--- src/rtl/s2f_pkg.sv ---
// Shared types and constants for the slow-to-fast word receiver.
package s2f_pkg;

    // Width of the warm-up / settle counter; bounds SETTLE and SYNC_STAGES to 0..15.
    localparam int S2F_CNT_W = 4;

    // Receiver control states.
    typedef enum logic [1:0] {
        ST_WARM   = 2'd0,
        ST_IDLE   = 2'd1,
        ST_SETTLE = 2'd2
    } s2f_state_t;

endpackage

--- src/rtl/sync_bit.sv ---
// Single-bit multi-flop synchronizer with asynchronous active-high reset to 0.
// Generic enough to be reused for any level signal entering a clock domain.
module sync_bit #(
    parameter int SYNC_STAGES = 2
) (
    input  logic clk_i,
    input  logic rst_i,
    input  logic d_i,
    output logic q_o
);

    logic [SYNC_STAGES-1:0] sync_q;

    // Shift the asynchronous input through the flop chain.
    always_ff @(posedge clk_i or posedge rst_i) begin
        if (rst_i) begin
            sync_q <= {SYNC_STAGES{1'b0}};
        end else begin
            sync_q <= {sync_q[SYNC_STAGES-2:0], d_i};
        end
    end

    assign q_o = sync_q[SYNC_STAGES-1];

endmodule

--- src/rtl/slow_to_fast_sync.sv ---
// Fast-domain receiver for an N-bit word launched on slow_clk.
// slow_clk is synchronized as data; its rising edge starts a settle delay,
// after which d is captured into q with a one-cycle q_valid strobe.
// Optional feature macro: S2F_OVERRUN_DET_EN (re-arm on early edge + sticky overrun).
module slow_to_fast_sync
    import s2f_pkg::*;
#(
    parameter int N           = 12,
    parameter int SYNC_STAGES = 2,
    parameter int SETTLE      = 1
) (
    input  logic         fast_clk,
    input  logic         reset,
    input  logic         slow_clk,
    input  logic [N-1:0] d,
    output logic [N-1:0] q,
    output logic         q_valid,
    output logic         overrun
);

    localparam logic [S2F_CNT_W-1:0] WARM_CNT   = S2F_CNT_W'(SYNC_STAGES);
    localparam logic [S2F_CNT_W-1:0] SETTLE_CNT = S2F_CNT_W'(SETTLE);
    localparam logic [S2F_CNT_W-1:0] CNT_ZERO   = {S2F_CNT_W{1'b0}};
    localparam logic [S2F_CNT_W-1:0] CNT_ONE    = {{(S2F_CNT_W-1){1'b0}}, 1'b1};

    logic                 sync_out_s;
    logic                 rise_s;
    logic                 prev_q;
    s2f_state_t           state_q, state_d;
    logic [S2F_CNT_W-1:0] cnt_q, cnt_d;
    logic [N-1:0]         word_q, word_d;
    logic                 valid_q, valid_d;
`ifdef S2F_OVERRUN_DET_EN
    logic                 ovr_q, ovr_d;
`endif

    sync_bit #(
        .SYNC_STAGES(SYNC_STAGES)
    ) u_sync_slow_clk (
        .clk_i (fast_clk),
        .rst_i (reset),
        .d_i   (slow_clk),
        .q_o   (sync_out_s)
    );

    assign rise_s = sync_out_s & ~prev_q;

    // Next-state logic: warm-up hold-off, edge wait, settle countdown and capture.
    always_comb begin
        state_d = state_q;
        cnt_d   = cnt_q;
        word_d  = word_q;
        valid_d = 1'b0;
`ifdef S2F_OVERRUN_DET_EN
        ovr_d   = ovr_q;
`endif
        case (state_q)
            ST_WARM: begin
                // Edges are ignored here so a slow_clk already high at reset
                // release is not mistaken for a fresh launch.
                if (cnt_q == CNT_ZERO) begin
                    state_d = ST_IDLE;
                end else begin
                    cnt_d = cnt_q - CNT_ONE;
                end
            end
            ST_IDLE: begin
                if (rise_s) begin
                    if (SETTLE == 0) begin
                        word_d  = d;
                        valid_d = 1'b1;
                    end else begin
                        cnt_d   = SETTLE_CNT;
                        state_d = ST_SETTLE;
                    end
                end else begin
                    state_d = ST_IDLE;
                end
            end
            ST_SETTLE: begin
`ifdef S2F_OVERRUN_DET_EN
                // An early edge restarts the wait so the newest word wins.
                if (rise_s) begin
                    cnt_d = SETTLE_CNT;
                    ovr_d = 1'b1;
                end else if (cnt_q == CNT_ONE) begin
`else
                // An early edge is ignored; the pending capture completes.
                if (cnt_q == CNT_ONE) begin
`endif
                    cnt_d   = CNT_ZERO;
                    word_d  = d;
                    valid_d = 1'b1;
                    state_d = ST_IDLE;
                end else begin
                    cnt_d = cnt_q - CNT_ONE;
                end
            end
            default: begin
                cnt_d   = WARM_CNT;
                state_d = ST_WARM;
            end
        endcase
    end

    // State, counter, edge-history and output registers.
    always_ff @(posedge fast_clk or posedge reset) begin
        if (reset) begin
            state_q <= ST_WARM;
            cnt_q   <= WARM_CNT;
            prev_q  <= 1'b0;
            word_q  <= {N{1'b0}};
            valid_q <= 1'b0;
        end else begin
            state_q <= state_d;
            cnt_q   <= cnt_d;
            prev_q  <= sync_out_s;
            word_q  <= word_d;
            valid_q <= valid_d;
        end
    end

`ifdef S2F_OVERRUN_DET_EN
    // Sticky overrun flag, cleared only by reset.
    always_ff @(posedge fast_clk or posedge reset) begin
        if (reset) begin
            ovr_q <= 1'b0;
        end else begin
            ovr_q <= ovr_d;
        end
    end

    assign overrun = ovr_q;
`else
    assign overrun = 1'b0;
`endif

    assign q       = word_q;
    assign q_valid = valid_q;

endmodule

--- config.mk ---
export PLATFORM = sky130hd
export DESIGN_NAME = slow_to_fast_sync
export DESIGN_NICKNAME = d
export VERILOG_FILES = /design/src/rtl/s2f_pkg.sv /design/src/rtl/sync_bit.sv /design/src/rtl/slow_to_fast_sync.sv
export SDC_FILE = /design/constraint.sdc
export NUM_CORES = 1
export LEC_CHECK = 0
export ABC_AREA = 1
export CORE_UTILIZATION = 48
export DETAILED_ROUTE_END_ITERATION = 8
export GPL_ROUTABILITY_DRIVEN = 1
export PLACE_DENSITY = 0.79
export SKIP_LAST_GASP = 1
export SLEW_MARGIN = 10
export SYNTH_ARGS = -nofsm -noshare
export SYNTH_HDL_FRONTEND = slang
export SYNTH_SLANG_ARGS = --single-unit
--- constraint.sdc ---
create_clock -name fast_clk -period 2.3 [get_ports fast_clk]
set_input_delay 0.46 -clock fast_clk [delete_from_list [all_inputs] [get_ports fast_clk]]
set_output_delay 0.46 -clock fast_clk [all_outputs]
set_load 0.03 [all_outputs]
Run 1, clock distribution:
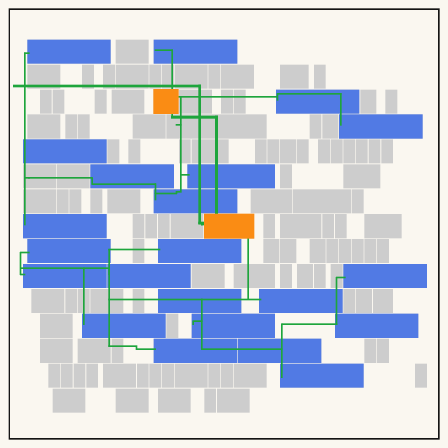
- flip-flops: blue (count 22)
- clock wires: green (length 236 um)
- clock drivers: orange (count 3)
- routed clock nets: 4

Run 1, ports around the boundary:
Pins as bars across the die edge, other pins in grey.
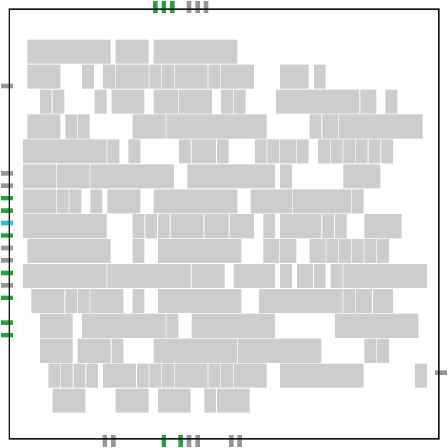
- d: green (pins 12; direction input; edge 7 left, 3 top, 2 bottom)
- q_valid: cyan (pins 1; direction output; edge left)
- all pins by edge: 14 left, 8 bottom, 6 top, 1 right

Run 1, placed cells, one colour a class:
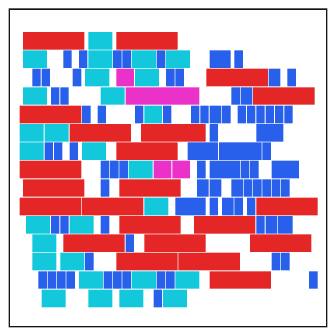
- remaining buffers and delay cells: cyan (cells 28)
- sequential cells: red (cells 22)
- combinational and other logic: blue (cells 83)
- clock drivers and dummy loads: magenta (cells 4)

Run 1, signal wires by layer:
Only two layers are drawn.
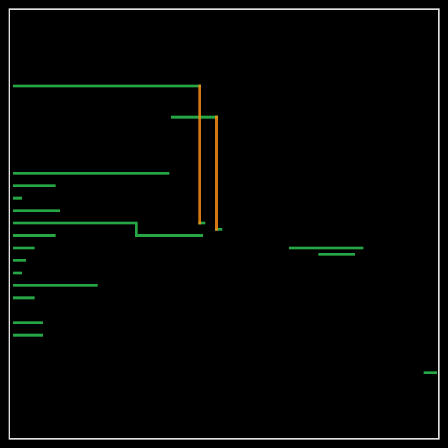
- metal 3: green (wire length 112 um)
- metal 4: orange (wire length 27.2 um)

==> flow.log, run 1 <==
[flow] final metrics
INFO  metric die_w = around 47 um
INFO  metric met2_wirelength = just under 1 mm
INFO  metric vias = 770
INFO  metric final.setup_skew = 0.00536 ns
INFO  metric synthDominantAreaCellType = sky130_fd_sc_hd__dfrtp_1
INFO  metric syn-cell-area = between 900 and 1000 um^2
INFO  metric maxCapViolCount = 0
INFO  metric status = completed
INFO  metric synth_async_sr_flop_share = 1.00
INFO  metric detail-route-antenna-nets = 0
INFO  metric place.port_buffers = 27
INFO  metric maxSlewViolCount = 0
INFO  metric finalNetCount = ~160
INFO  metric flop2flop_setup_slack = about 0.87 ns
INFO  metric rsz0062_at_grt = no
INFO  metric timing.fmax = between 500 and 600 MHz
INFO  metric synth_seq_share = 0.575
INFO  metric timing.critical_path.from = q[11]
INFO  metric timing.critical_path.depth = 1
INFO  metric synthesis.instances = 108
INFO  metric core_region_area = 1800 um^2
INFO  metric yosysWarningCount = 0
INFO  metric synthToLayoutAreaGrowth = 35.2%
INFO  metric post_synth_ao_oa_area_fraction = 0.0104
INFO  metric detailed_place.area = ~1200 um^2
INFO  metric grt_max_degree = 18
INFO  metric layout.filler_cells = 142
INFO  metric detailedRoute.firstIterationViolations = 17
INFO  metric drt-met1-wl = 794 um
INFO  metric power-per-cell-area = approximately 1500 nW/um^2
INFO  metric fin_crit = ~1.8 ns
INFO  metric cells_resized_by_post_cts_repair = 0
INFO  metric synth.mux.area_fraction = 0
INFO  metric routed_wirelength = 1.90 mm
INFO  metric die_h = around 47 um
INFO  metric floorplan.die_area = around 2200 um^2
INFO  metric yosysMostFrequentCell = sky130_fd_sc_hd__nand2_1
INFO  metric routed.top_layer = met4
INFO  metric drc_errors = 0
INFO  metric critical-path-max-stage-delay = between 0.6 and 0.7 ns
INFO  metric class_of_the_worst_hold_path = in2async
INFO  metric antenna_found_initial = 0
INFO  metric timing.final.setup_violations = 0
INFO  metric detailed_route_wire_length_per_cell = between 10 and 15 um
INFO  metric n_antenna_cell = 0
INFO  metric synth.cellmix.xorXnorShare = 0.00913
INFO  metric worst_setup_hold_path_clk_slew = roughly 0.12 ns
INFO  metric cts_sinks = 22
INFO  metric crit_arrival = roughly 1.4 ns
INFO  metric finalSetupTns = 0 ns
## run 1: where the power goes
group / switching (uW) / internal (uW) / total [uW]
sequential: 116 / 558 / 674
combinational: 578 / 377 / 955
clock: 114 / 176 / 290
total: 808 / 1110 / 1920
## run 1: area by class of cell
cell class,instances,area [um^2],share of cell area
tap,25,31.3,0.0241
timing repair buffer,28,278,0.214
clock inverter,1,30.0,0.0231
inverter,8,30.0,0.0231
sequential,22,552,0.425
multi-input combinational,75,354,0.273
clock buffer,3,22.5,0.0174
## run 1: per-stage QoR
stage          instances  setup slack, ns  hold WS, ns  total power, uW
4_1_cts              162            0.454        0.351             1940
3_5_place_dp         158            0.823        0.340             1640
5_1_grt              162            0.416        0.363             2040
6_report             162            0.465        0.348             1920
3_3_place_gp         158            0.821        0.336             1590
2_1_floorplan        108             1.04        0.331             1290
Run 1, track usage over the die:
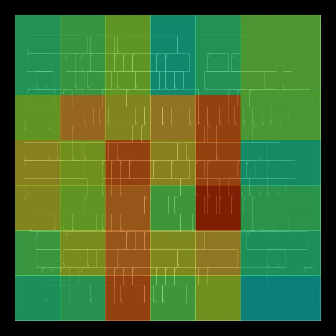

==> run 2: changes to the inputs <==
--- a/config.mk
+++ b/config.mk
@@ -6,10 +6,10 @@
 export NUM_CORES = 1
 export LEC_CHECK = 0
 export ABC_AREA = 1
-export CORE_UTILIZATION = 48
+export CORE_UTILIZATION = 41
 export DETAILED_ROUTE_END_ITERATION = 8
 export GPL_ROUTABILITY_DRIVEN = 1
-export PLACE_DENSITY = 0.79
+export PLACE_DENSITY = 0.72
 export SKIP_LAST_GASP = 1
 export SLEW_MARGIN = 10
 export SYNTH_ARGS = -nofsm -noshare
==> constraint.sdc (replaced) <==
create_clock -name fast_clk -period 1.6 [get_ports fast_clk]
set_input_delay 0.32 -clock fast_clk [delete_from_list [all_inputs] [get_ports fast_clk]]
set_output_delay 0.32 -clock fast_clk [all_outputs]
set_load 0.03 [all_outputs]
Run 2, track usage over the die:
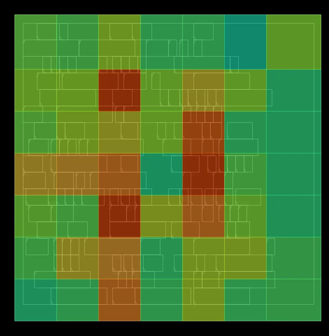
GRT Resource Usage Total: 0.166
met2 Use GR: 0.287
M3 GR Usage: 0.0212
Util after Layout: 0.572

==> run 2 against run 1 <==
Compared with the run above:
- final cell count grew 2.5%
- critical endpoint is now q[2]
- sequential share of layout area grew 1.1 points
- critical path depth increased by 5
- cell area down 2.4%
- worst setup slack got worse by 0.27 ns
- die size rose by 16%
- first-iteration DRC count decreased by 29%
- synthesized area is the same
- clock-buffer cell count grew 1
- global-route usage down 4.0 points
- utilization fell by 15 points
==> flow.log, run 2 <==
[flow] final metrics
INFO  metric rsz0062_at_grt = no
INFO  metric routed.top_layer = met4
INFO  metric synth.cellmix.xorXnorShare = 0.00913
INFO  metric vias = around 760
INFO  metric crit_path_kind = reg2reg
INFO  metric worst-path-buf-inv = 2
INFO  metric drc_errors = 0
INFO  metric finalSetupTns = 0 ns
INFO  metric routed_wirelength = ~1.7 mm
INFO  metric met2_wirelength = roughly 840 um
INFO  metric combinational_gate_area = between 300 and 400 um^2
INFO  metric dp_hpwl = ~1.3 mm
INFO  metric number_of_flip_flops_under_the_largest_register_name = 12
INFO  metric internal-power = around 1300 uW
INFO  metric crit_arrival = 1.60 ns
INFO  metric critical-path-slowest-cell = sky130_fd_sc_hd__dfstp_2
INFO  metric final.setup_skew = 0.00206 ns
INFO  metric yosys_most_used_dff = sky130_fd_sc_hd__dfrtp_1
INFO  metric grt_max_degree = 23
INFO  metric fin_crit = around 1.4 ns
INFO  metric max_clock_buf_depth = 2
INFO  metric layout_worst_path_cycle_share = 0.877
INFO  metric synthDominantAreaCellType = sky130_fd_sc_hd__dfrtp_1
INFO  metric switching_power = 1120 uW
INFO  metric setup.worst_path.end = q[2]
INFO  metric timing.critical_path.from = cnt_q[1]
INFO  metric fp-row-count = 17
INFO  metric worst-r2r-cell-count = 6
INFO  metric layout.filler_cells = a little over 200
INFO  metric cts_sinks = 22
INFO  metric flop2flop_setup_slack = 0.20 ns
INFO  metric most_numerous_cell_types_in_the_synthesized_netlist = 56 x sky130_fd_sc_hd__nand2_1, 21 x sky130_fd_sc_hd__dfrtp_1, 7 x sky130_fd_sc_hd__inv_1, 6 x sky130_fd_sc_hd__nand3_1, 3 x sky130_fd_sc_hd__ha_1
INFO  metric core_region_area = around 2200 um^2
INFO  metric class_of_the_worst_hold_path = in2async
INFO  metric yosysWarningCount = 0
INFO  metric critical-path-max-stage-delay = about 0.56 ns
INFO  metric drt-pass1-iter-count = 4
INFO  metric gr-total-overflow = 0
INFO  metric synth.top_cells.by_area = sky130_fd_sc_hd__dfrtp_1 55%, sky130_fd_sc_hd__nand2_1 22%, sky130_fd_sc_hd__ha_1 3.9%
INFO  metric synthToLayoutAreaGrowth = 31.9%
INFO  metric timing.fmax = about 710 MHz
INFO  metric finalNetCount = roughly 160
INFO  metric ys_chip_area = roughly 960 um^2
INFO  metric cells_resized_by_post_cts_repair = 13
INFO  metric synth_seq_share = 0.575
INFO  metric floorplan.die_area = around 2500 um^2
INFO  metric detailed_route_wire_length_per_cell = about 11 um
INFO  metric worst-endpoint-required = ~1.8 ns
INFO  metric yosysMostFrequentCell = sky130_fd_sc_hd__nand2_1
INFO  metric power-per-cell-area = 1930 nW/um^2
INFO  metric netlist.area_leader.share = 0.548
INFO  metric drt-met1-wl = between 800 and 900 um
INFO  metric cts_buffers = 3
INFO  metric postCtsSetupBuffers = 0
INFO  metric synth_async_sr_flop_share = 1.00
INFO  metric synth.mux.area_fraction = 0
INFO  metric comb_power_share = 0.504
INFO  metric syn-cell-area = roughly 960 um^2
INFO  metric regArea = between 500 and 600 um^2
INFO  metric antenna_found_initial = 0
INFO  metric timing.critical_path.depth = 6
INFO  metric reg2reg_from = cnt_q[1]
INFO  metric grt_pass1_vias = 742
INFO  metric status = completed
INFO  metric cts_hold_repair.buffers = 0
INFO  metric switching_share = 0.456
INFO  metric yosysCellCount = ~110
INFO  metric die_w = 50.4 um
INFO  metric share_clk_of_total_power = 0.102
INFO  metric sequentialPowerShare = 0.394
INFO  metric postSynthAreaPerCell = 8.89 um^2
INFO  metric worst_setup_hold_path_clk_slew = 0.11 ns
INFO  metric drive_above_1_share = 0.0725
INFO  metric detailedRoute.firstIterationViolations = 12
INFO  metric log.warning_count = 28
INFO  metric maxCapViolCount = 0
INFO  metric die_h = between 50 and 60 um
INFO  metric crit_path_cell_trace = inv_1, ha_1, nand3_4, inv_2, nand2_1, nand2_1
INFO  metric final_layout_top_logic_cell = sky130_fd_sc_hd__nand2_1
INFO  metric synthesis.instances = 108
INFO  metric startpoint_type = flip-flop
INFO  metric leakagePower = 0.000663 uW
INFO  metric maxSlewViolCount = 0
INFO  metric grt_use_met1 = 0.209
INFO  metric place.port_buffers = 27
INFO  metric timing.final.setup_violations = 0
INFO  metric detail-route-antenna-nets = 0
INFO  metric post_synth_and_or_nand_nor_area_fraction = 0.306
INFO  metric post_synth_ao_oa_area_fraction = 0.0104
INFO  metric n_antenna_cell = 0
==> run 2: stage by stage <==
step	cell area, um^2	instances	worst slack [ns]	hold WS (ns)	total power (uW)
after global routing	1270	166	0.0856	0.353	2670
after global placement	1260	162	0.266	0.333	2290
after floorplan	960	108	0.339	0.308	1850
after CTS	1270	166	0.181	0.341	2480
final	1270	166	0.197	0.340	2450
after detailed placement	1260	162	0.199	0.336	2340
==> run 2: power by group through the flow <==
stage	registers [uW]	clock network [uW]	logic, uW
global route	1010	282	1380
global placement	967	0	1320
floorplan	1280	0	568
finish	964	249	1230
detailed placement	980	0	1360
CTS	966	262	1250
==> run 2: area by class of cell <==
class	instances	area share
repair buffers	29	0.212
inverters	8	0.0237
multi-input cells	75	0.280
flip-flops and latches	22	0.436
well taps	28	0.0277
clock buffers	4	0.0208
Run 2, signal wires by layer:
Only two layers are drawn.
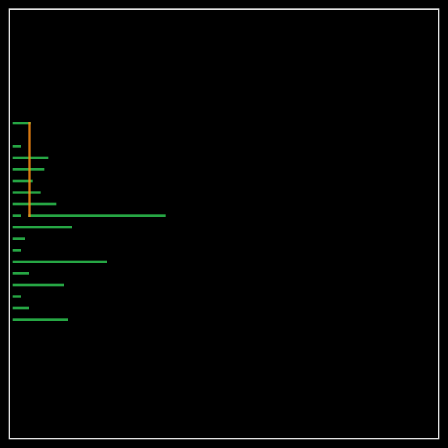

==> run 3: changes to the inputs <==
--- a/config.mk
+++ b/config.mk
@@ -5,11 +5,12 @@
 export SDC_FILE = /design/constraint.sdc
 export NUM_CORES = 1
 export LEC_CHECK = 0
-export ABC_AREA = 1
-export CORE_UTILIZATION = 41
+export CELL_PAD_IN_SITES_DETAIL_PLACEMENT = 1
+export CELL_PAD_IN_SITES_GLOBAL_PLACEMENT = 1
+export CORE_UTILIZATION = 33
 export DETAILED_ROUTE_END_ITERATION = 8
 export GPL_ROUTABILITY_DRIVEN = 1
-export PLACE_DENSITY = 0.72
+export PLACE_DENSITY = 0.71
 export SKIP_LAST_GASP = 1
 export SLEW_MARGIN = 10
 export SYNTH_ARGS = -nofsm -noshare
Run 3, signal wires by layer:
Only two layers are drawn.
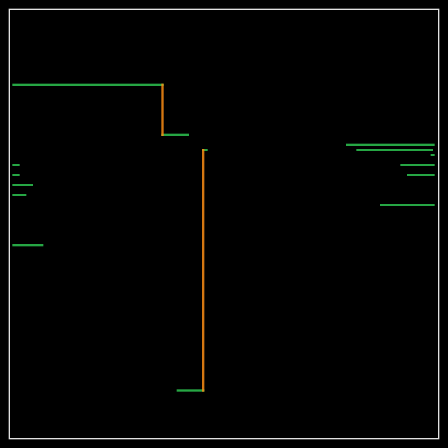
- metal 4: orange (wire length 39.4 um)
- metal 3: green (wire length 73.8 um)

==> run 3 against run 2 <==
Compared with the run above:
- routed wire length grew 33%
- register-to-register slack lost 0.16 ns
- cell area grew 14%
- die size up 33%
- fmax is 10% lower
- clock-buffer cell count shrank 1
- combinational power increased by 7%
- sequential share of layout area is 5.3 points lower
- sequential cell count is the same
==> flow.log, run 3 <==
[flow] final metrics
INFO  metric comb_power_share = 0.481
INFO  metric floorplan.die_area = about 3400 um^2
INFO  metric maxSlewViolCount = 0
INFO  metric gr-total-overflow = 0
INFO  metric taps = ~42
INFO  metric crit_arrival = between 1.5 and 2 ns
INFO  metric layout.core_utilization = 0.502
INFO  metric cts_sinks = 22
INFO  metric largest_area_class_layout = sequential cells
INFO  metric crit_path_kind = reg2reg
INFO  metric flop2flop_setup_slack = 0.03 ns
INFO  metric switching_power = roughly 1100 uW
INFO  metric grt_use_total = 0.146
INFO  metric routed.top_layer = met4
INFO  metric drive_above_1_share = 0.311
INFO  metric reg2reg_from = cnt_q[1]
INFO  metric setup.worst_path.end = q[6]
INFO  metric share_clk_of_total_power = 0.160
INFO  metric final.signal_buffer_count = 33
INFO  metric drc_errors = 0
INFO  metric detailed_place.area = around 1400 um^2
INFO  metric drt-met1-wl = approximately 1 mm
INFO  metric clock_buffers = 3
INFO  metric switching_share = 0.395
INFO  metric use_met3 = 0.0268
INFO  metric synth.cellmix.xorXnorShare = 0
INFO  metric power-per-cell-area = between 1500 and 2000 nW/um^2
INFO  metric sh_seq_area = 0.383
INFO  metric core_region_area = 2880 um^2
INFO  metric ys_chip_area = 1040 um^2
INFO  metric crit_path_cell_trace = inv_4, ha_4, nand4bb_4, nor2_4, buf_12, mux2_4
INFO  metric vias = approximately 710
INFO  metric dp_hpwl = between 1.5 and 2 mm
INFO  metric layout_worst_path_cycle_share = 0.979
INFO  metric grt_max_degree = 20
INFO  metric critical-path-slowest-cell = sky130_fd_sc_hd__dfstp_2
INFO  metric synthDominantAreaCellType = sky130_fd_sc_hd__dfrtp_1
INFO  metric timing.fmax = roughly 640 MHz
INFO  metric drt-pass1-iter-count = 2
INFO  metric nonClockInverterCount = 5
INFO  metric number_of_flip_flops_under_the_largest_register_name = 12
INFO  metric post_synth_and_or_nand_nor_area_fraction = 0.113
INFO  metric combinational_gate_area = between 400 and 500 um^2
INFO  metric synth.top_cells.by_area = sky130_fd_sc_hd__dfrtp_1 51%, sky130_fd_sc_hd__mux2_4 13%, sky130_fd_sc_hd__ha_1 3.6%
INFO  metric syn-cell-area = ~1000 um^2
INFO  metric cts_buffers = 3
INFO  metric final_cells = 148
INFO  metric synthesis.instances = roughly 73
INFO  metric nMultiInputCombCells = ~42
INFO  metric synth.mux.area_fraction = 0.163
INFO  metric synth_seq_share = 0.531
INFO  metric status = completed
INFO  metric clkCellAreaFrac = 0.0364
INFO  metric timing.critical_path.depth = 6
INFO  metric preCtsSetupSlack = -0.0388 ns
INFO  metric routed_wirelength = 2.33 mm
INFO  metric finalNetCount = ~130
INFO  metric finalSetupTns = 0 ns
INFO  metric layout.nonclk_buf_frac = 0.218
INFO  metric detail-route-antenna-nets = 0
-- run 3: cell count changes after synthesis, moves of 2 or more --
cell	change
sky130_fd_sc_hd__a21oi_1	+2
sky130_fd_sc_hd__inv_1	-2
sky130_fd_sc_hd__mux2_2	+3
sky130_fd_sc_hd__mux2_4	+9
sky130_fd_sc_hd__nand2_1	-56
sky130_fd_sc_hd__nand3_1	-6
sky130_fd_sc_hd__nor3b_1	+3
sky130_fd_sc_hd__o211ai_1	+3
sky130_fd_sc_hd__o21ai_0	+2
-- run 3: repair_timing --
action	CTS	global route
resized	16	8
endpoints found under the setup margin	25	17
pin swaps	1	4
setup buffers	1	1
Power figures rest on the tool's default switching activity, not on a simulated workload.
